$ cat src/rtl/fetch_ctrl.sv
// Instruction fetch sequencer: IDLE -> REQ -> HOLD, with redirect kill and sticky timeout ERROR.
// Captured word is valid the cycle after ack; stall parks the word in HOLD, and no request is issued.
module fetch_ctrl #(
  parameter int DATA_WIDTH     = 32,
  parameter int TIMEOUT_CYCLES = 16
) (
  input  logic                  fc_clock_in,
  input  logic                  fc_reset_in,
  input  logic [DATA_WIDTH-1:0] fc_pc_addr_in,
  input  logic                  fc_redirect_in,
  input  logic                  fc_stall_in,
  input  logic                  fc_mem_ack_in,
  input  logic [DATA_WIDTH-1:0] fc_mem_data_in,
  output logic                  fc_mem_req_out,
  output logic [DATA_WIDTH-1:0] fc_mem_addr_out,
  output logic                  fc_pc_set_out,
  output logic                  fc_ir_set_out,
  output logic [DATA_WIDTH-1:0] fc_ir_data_out,
  output logic                  fc_inst_valid_out,
  output logic                  fc_error_out
);

  typedef enum logic [1:0] {
    IDLE  = 2'd0,
    REQ   = 2'd1,
    HOLD  = 2'd2,
    ERROR = 2'd3
  } state_t;

  localparam logic [7:0] CNT_LAST = 8'(TIMEOUT_CYCLES - 1);

  state_t                  state;
  state_t                  state_nxt;
  logic                    kill;
  logic                    kill_nxt;
  logic [7:0]              cnt;
  logic [7:0]              cnt_nxt;
  logic                    first_hold;
  logic                    capture;
  logic                    enter_req;
  logic                    req;
  logic                    pc_set;
  logic                    inst_valid;
  logic                    error;
  logic [DATA_WIDTH-1:0]   mem_addr;
  logic [DATA_WIDTH-1:0]   ir_data;

  always_ff @(posedge fc_clock_in) begin
    if (fc_reset_in) begin
      state      <= IDLE;
      kill       <= 1'b0;
      cnt        <= 8'd0;
      first_hold <= 1'b0;
      mem_addr   <= '0;
      ir_data    <= '0;
    end else begin
      state      <= state_nxt;
      kill       <= kill_nxt;
      cnt        <= cnt_nxt;
      first_hold <= capture;
      if (enter_req) begin
        mem_addr <= fc_pc_addr_in;
      end
      if (capture) begin
        ir_data <= fc_mem_data_in;
      end
    end
  end

  always_comb begin
    state_nxt  = state;
    kill_nxt   = kill;
    cnt_nxt    = cnt;
    capture    = 1'b0;
    enter_req  = 1'b0;
    req        = 1'b0;
    pc_set     = 1'b0;
    inst_valid = 1'b0;
    error      = 1'b0;

    case (state)
      IDLE: begin
        pc_set    = fc_redirect_in;
        state_nxt = REQ;
        enter_req = 1'b1;
      end

      REQ: begin
        req    = 1'b1;
        pc_set = fc_redirect_in;
        if (fc_mem_ack_in) begin
          kill_nxt = 1'b0;
          cnt_nxt  = 8'd0;
          // A redirect (now or earlier in this request) makes the returning word stale.
          if (kill || fc_redirect_in) begin
            enter_req = 1'b1;
          end else begin
            capture   = 1'b1;
            pc_set    = 1'b1;
            state_nxt = HOLD;
          end
        end else begin
          if (fc_redirect_in) begin
            kill_nxt = 1'b1;
          end
          cnt_nxt = cnt + 8'd1;
          if (cnt == CNT_LAST) begin
            state_nxt = ERROR;
          end
        end
      end

      HOLD: begin
        inst_valid = 1'b1;
        pc_set     = fc_redirect_in;
        if (fc_redirect_in || !fc_stall_in) begin
          state_nxt = REQ;
          enter_req = 1'b1;
        end
      end

      ERROR: begin
        error = 1'b1;
      end

      default: begin
        state_nxt = IDLE;
      end
    endcase

    if (enter_req) begin
      cnt_nxt = 8'd0;
    end
  end

  // Control strobes are masked by reset so the state left over from before reset cannot leak.
  assign fc_mem_req_out    = req & ~fc_reset_in;
  assign fc_pc_set_out     = pc_set & ~fc_reset_in;
  assign fc_ir_set_out     = first_hold & (state == HOLD) & ~fc_reset_in;
  assign fc_inst_valid_out = inst_valid & ~fc_reset_in;
  assign fc_error_out      = error & ~fc_reset_in;
  assign fc_mem_addr_out   = mem_addr;
  assign fc_ir_data_out    = ir_data;

endmodule

$ cat config.mk
export PLATFORM = sky130hd
export DESIGN_NAME = fetch_ctrl
export DESIGN_NICKNAME = d
export VERILOG_FILES = /design/src/rtl/fetch_ctrl.sv
export SDC_FILE = /design/constraint.sdc
export NUM_CORES = 1
export LEC_CHECK = 0
export CAP_MARGIN = 20
export CORE_UTILIZATION = 45
export CTS_CLUSTER_SIZE = 8
export DETAILED_ROUTE_END_ITERATION = 7
export GPL_TIMING_DRIVEN = 0
export PLACE_DENSITY_LB_ADDON = 0.12
export RECOVER_POWER = 100
export SKIP_CTS_REPAIR_TIMING = 1
export SYNTH_ARGS = -nofsm -noshare
export SYNTH_HDL_FRONTEND = slang
export SYNTH_SLANG_ARGS = --single-unit
$ cat constraint.sdc
create_clock -name fc_clock_in -period 1.75 [get_ports fc_clock_in]
set_input_delay 0.525 -clock fc_clock_in [delete_from_list [all_inputs] [get_ports fc_clock_in]]
set_output_delay 0.525 -clock fc_clock_in [all_outputs]
set_load 0.05 [all_outputs]
cell_classes.png
Scale bar: 20 um. Fill, decap, tap and diode cells in grey.
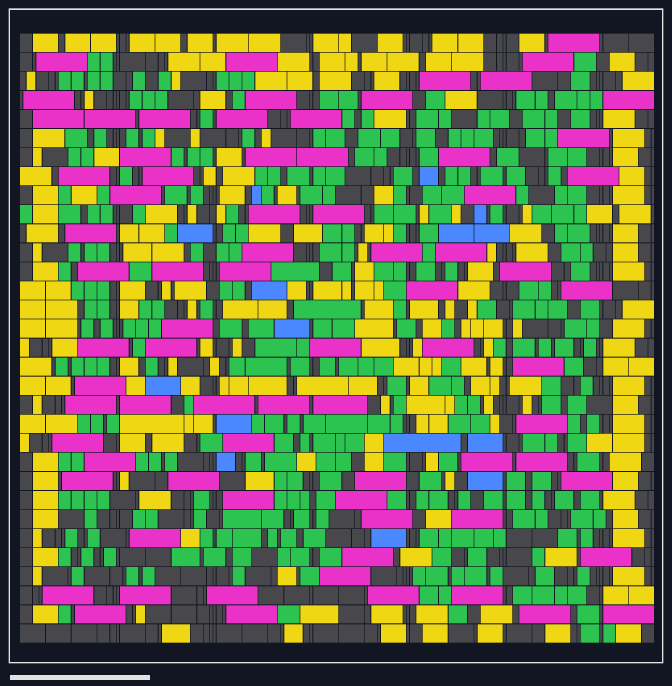
[clock drivers and dummy loads] blue | cells: 15
[flip-flops] magenta | cells: 76
[other buffers and delay cells] yellow | cells: 210
[all other logic] green | cells: 316
cell area after layout: 5800 um2
Core Util, Final: 73.6%

final_placement.png
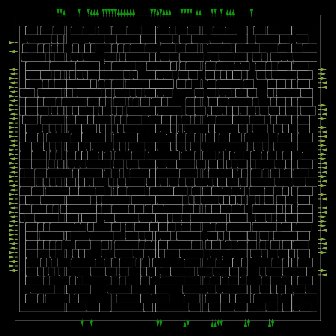
flop count: 76
FP Rows: 32

==> out/qor.txt <==
status = finished, violations left
failing checks = negative setup slack
crit path max fanout = 10
# setup viols final = 53
hold path endpoint = kill
dpl hpwl = 8.46 mm
Final Wtd Congestion = 0.793
asr flop ratio synth = 0%
relative slew slack = 58.8%
# H-tree levels = 3
initial drt markers = 321
GR Util met3 = 7.80%
RSZ-0062 raised after global routing = yes
initial antenna violation count = 0
sequential fraction of the synthesis area = 40.8%
Max stage delay on crit path = 0.26 ns
Synth Net Count = 520
power density over cell area = 783 nW/um2
max_cap viols = 0
Layout Cells excl Fill = 719
root buf cell = clkbuf_8
routed via count = 4,434
number of buffers added on ports = 135
yosys adder share = 0.335%
Worst VDD drop = 580 uV
largest delay contributor family on the critical path = buffers and inverters
P_leak = 2.59 nW
grt met2 use = 45.5%
area share of the largest cell type after synthesis = 40.8%
largest net degree at the start of global routing = 13
dpl cells = 687
Crit. path cell count = 6
total power = 4.55 mW
tool warning count = 28
Synth flops = 76
CTS tree = built
Post-Syn Area = 3730 um2
Synth area leader = dfxtp_1
Register Area = 1530 um2
RR Startpoint = state[1]
met1 Track Usage GR = 37.1%
Worst Path Buf+Inv = 5
setup slack, reg-to-reg = -0.05 ns
fin crit share = 118%
slack of the critical path = -0.321 ns
number of global-route vias before repair = 4,111
Ant. Diodes = 0
Synth warnings = 0
io pins = 138
Comb. pwr = 1.31 mW
number of synthesized flops with an enable pin = 0
most used logic cell in the final layout = nand3_1
Num CTS Buffers = 9
switching share of power = 33.3%
Max Freq = 483 MHz
Combinational Power Share = 28.8%
Multi-input comb cells = 314
clock_map.png
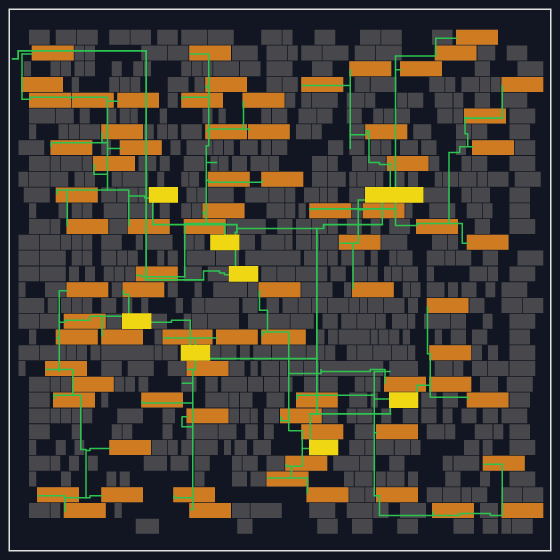
[cells driving clock nets] yellow | count: 9
[clock wires] green | length: 967 um
[flip-flops] orange | count: 76
flops lie: widely spread
routed clock nets: 10
Fin Clk Skew: 0.0149 ns
Clock Latency Late Sink: 0.35 ns
clock share of power: 29.5%
Clk. pwr: 1.34 mW

Power figures rest on the tool's default switching activity, not on a simulated workload.
